==> images/wire_density.png <==
The die is cut into 16 by 16 equal tiles; dark blue is low, red is high, scaled to the fullest tile. Values are wire area over tile area, all layers added.
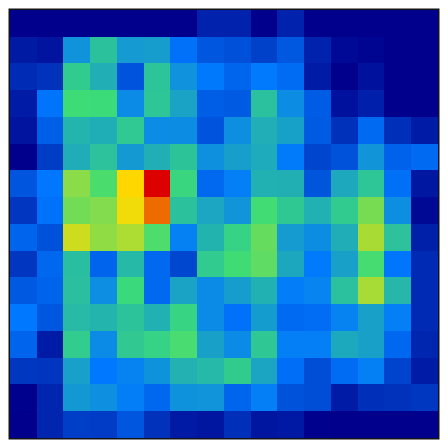
==> images/registers.png <==
The bar under the picture is 20 um long.
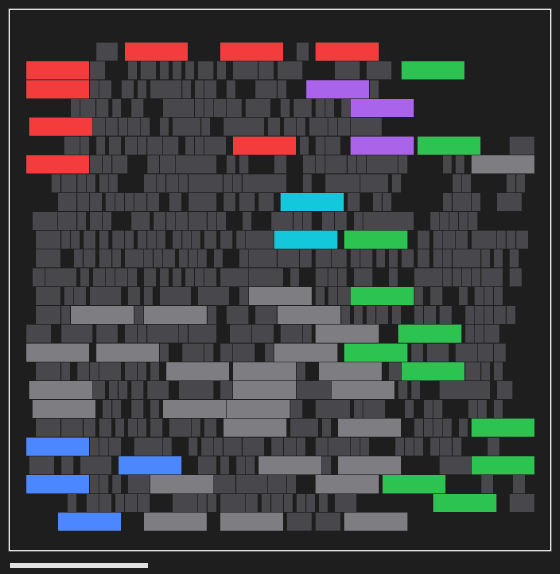
==> images/drive_strength.png <==
The bar under the picture is 20 um long.
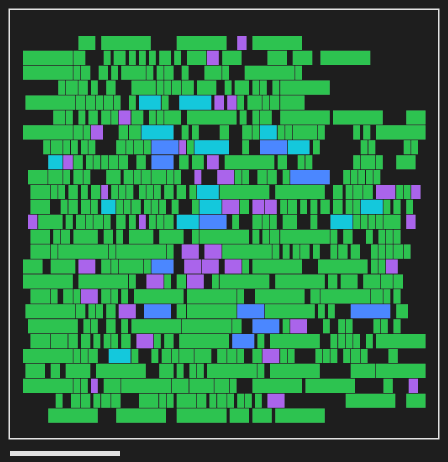
==> images/final_placement.png <==
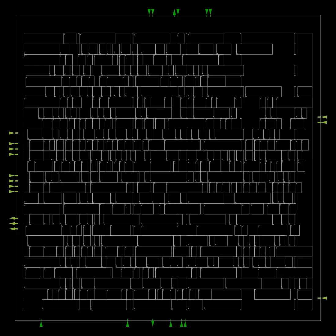
==> images/clock_map.png <==
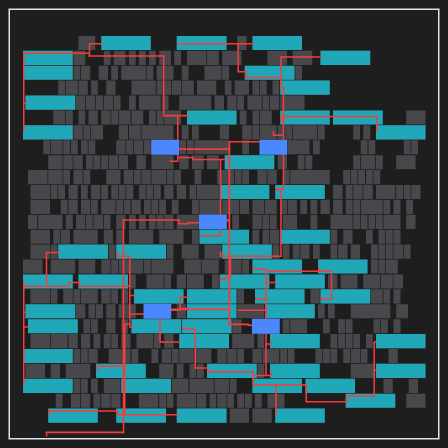
Design apu_pulse_channel, sky130hd; sources not shown.
==> impl_metrics.py <==
# Physical implementation metrics
metrics = {
    "clock_network": {
        "post_cts_buffers": 0,
        "cts_tree": "built",
        "clock_path_buffers": 2,
        "h-tree-depth": 2,
        "path_clk_slew_ns": 0.10,
        "clkSinkCount": 55,
        "root_buffer": "clkbuf_8",
        "numCtsBuffers": 5,
    },
    "cells_and_area": {
        "fill_cells": 404,
        "drive_gt1_frac": 0.1286,
        "num_antenna_cells": 0,
        "nNetsFinal": 515,
        "logic_area_um2": 1822,
    },
    "global_route": {
        "grt_busiest_layer": "met2",
        "antenna_found_initial": 0,
        "grt_overflow_total": 0,
        "grt.met2_usage": 0.4724,
        "grt_first_pass_wirelength_um": 13190,
        "met1_usage": 0.3392,
        "met3_usage": 0.04943,
        "grt_max_degree": 35,
        "grt_pass1_vias": 3020,
    },
    "synthesis": {
        "synthCells": 451,
        "synth_warnings": 0,
        "synth_flop_count": 55,
        "synthXorXnorAreaFrac": 0.02279,
        "most_common_cell": "nand2_1",
        "simple_gate_share": 0.3390,
        "area_leaders": "dfrtp_1 40%, nand2_1 14%, nand3_1 7.4%",
        "mux_area_frac": 0,
        "top_area_frac": 0.3980,
        "syn_avg_cell_area_um2": 7.668,
        "yosysChipArea_um2": 3458,
        "yosys.area_share.adder": 0.04703,
        "top_logic_kind": "simple AND/OR/NAND/NOR gates",
        "top_area_cell": "dfrtp_1",
        "syn-cell-area_um2": 3458,
        "ff_type": "dfrtp_1",
        "synth-edff-count": 0,
        "compound_area_frac": 0.1179,
        "synth_nets": 485,
        "top_cells_by_count": "126 x nand2_1, 55 x dfrtp_1, 51 x nand3_1",
        "ys_seq_frac": 0.3980,
        "synthDistinctLibCells": 39,
        "ys_cells": 451,
        "async_reset_ff_frac": 1.000,
    },
    "route": {
        "antenna_left": 0,
        "route.detailed.drc": 0,
        "vias_per_cell": 5.621,
        "drt_iter0_markers": 224,
        "first_pass_iters": 5,
    },
    "placement": {
        "place.port_buffers": 21,
        "hpwl_um": 5704,
    },
    "sta": {
        "finalSetupTns_ns": 0,
        "worst_pin_slew_ns": 0.5226,
        "layout_min_cycle_time_ns": 2.243,
        "setup_violations": 0,
        "relSlewSlack": 0.6516,
        "hold_viol_final": 0,
        "period_used_share": 0.7870,
        "finalMaxSlewViolations": 0,
        "grt_setup_unrepaired": "no",
        "fmax_mhz": 445.8,
    },
    "pwr": {
        "ir_worst_vdd_v": 0.0005507,
        "leakage_nw": 1.968,
        "pwr_density_cell_nw_per_um2": 740.3,
        "p_total_w": 0.002875,
    },
    "worst_setup_path": {
        "ff2ff_setup_slack_ns": 1.02,
        "path_max_fanout": 3,
        "rr_worst_depth": 9,
        "cp.arrival_ns": 1.76,
        "end_kind": "output port",
        "start_kind": "flip-flop",
        "setup.worst_path.class": "flip-flop to output port",
        "critPathRequiredTime_ns": 2.37,
    },
    "die": {
        "die_h_um": 78.09,
        "fp_util": 0.6644,
        "boundaryPins": 26,
        "core_area_um2": 5205,
        "chipArea_um2": 6098,
        "die_w_um": 78.09,
    },
    "job": {
        "warnings": 32,
        "max-cap-violations": 0,
    },
    "run_status": {
        "status": "finished, final reports clean",
    },
    "min_path": {
        "min_path_type": "input port to flip-flop",
        "hold_depth": 3,
    },
}
## Picture notes: wire_density.png
tiles over half the peak: 8.6%
fullest tile: 0.78
nearly empty tiles: 12%
vias: 3,103
WL final: 7739 um
Routed WL per cell: 14.02 um
GRT Total Usage: 0.2702

## Picture notes: registers.png
[duty_q] cyan | placed flops: 2
[timer_q] green | placed flops: 11
[length_q] red | placed flops: 8 | where: north-west
[decay_q] blue | placed flops: 4 | where: south-west
[seq_q] purple | placed flops: 3
Seq. cell area: 1376 um^2
Final Core Density: 0.7462
sequential power: 0.00116 W
Seq/total area: 0.3544

## Picture notes: drive_strength.png
[drive 3 to 4] cyan | cells: 14 | share: 2.9% | most used: nor2_4
[drive 6 and up] blue | cells: 11 | share: 2.3% | most used: clkbuf_8
[drive 2] purple | cells: 37 | share: 7.7% | most used: o21ai_2
[drive 1 or less] green | cells: 420 | share: 87% | most used: nand2_1
P&R area growth vs syn: 12.30%
Final Cell Area: 3884 um^2
Buffers excl. clock: 36

## Picture notes: final_placement.png
Flops: 55
row cnt: 26

## Picture notes: clock_map.png
[flip-flops] cyan | count: 55
[clock wires] red | length: 621 um
[cells driving clock nets] blue | count: 5
flops lie: widely spread
routed clock nets: 6
P_clk: 0.000478 W
Clock Power Share: 0.166
Late-Pin Clk Latency: 0.31 ns

[worst max-delay path, stage by stage (launching register included)]
cell and delay, ns:
dfrtp_1 0.40, inv_1 0.09, ha_1 0.22, nand4_1 0.13, clkdlybuf4s50_1 0.62
[routing by layer]
layer,vias to the layer above,share of wire
met4,0,0.017
met1,1443,0.43
li1,1530,-
met5,-,0
met2,114,0.50
met3,16,0.052
[where the power goes]
part	total [W]	internal (W)	switching, W
sequential	0.00116	0.000975	0.000182
clock	0.000478	0.000205	0.000272
combinational	0.00124	0.000485	0.000755
[cell type report]
class | instances | area share
plain buffers | 13 | 0.02062
multi-input cells | 335 | 0.4691
repair buffers | 23 | 0.06057
clock inverters | 2 | 0.005155
clock buffers | 6 | 0.02126
well taps | 70 | 0.02255
flip-flops and latches | 55 | 0.3544
inverters | 48 | 0.04639
[cell families after synthesis]
| kind of cell | after synthesis |
|---|---|
| and+or+nand+nor | 253 |
| buffers and inverters | 61 |
| AOI/OAI and AO/OA | 60 |
| DFF | 55 |
| adders and majority gates | 13 |
| xor gates and xnor gates | 9 |
[repair_timing]
action,CTS,global route
hold buffers,1,0
hold endpoints to repair,21,0
resized,0,0
[metrics by stage]
stage	hold WS, ns	std cells	utilization	worst slack [ns]	cell area, um^2
finish	0.09341	552	0.7462	0.6070	3884
global route	0.1044	552	0.7462	0.5024	3884
CTS	0.08692	552	0.7462	0.5839	3884
global placement	0.2637	542	0.7216	-0.3488	3756
floorplan	-0.2106	451	-	1.265	3458
detailed placement	0.08724	543	0.7245	0.5905	3771
[cells in the final DEF (no fill, tap or decap), types with 6 or more instances in the layout]
cell	instances
a21oi_1	9
buf_2	8
clkbuf_8	6
clkdlybuf4s50_1	20
dfrtp_1	55
ha_1	13
inv_1	42
nand2_1	126
nand3_1	51
nand4_1	12
nor2_1	39
o21ai_0	14
o21ai_1	9
o21ai_2	16
xor2_1	6
Power and IR drop assume default switching activity.
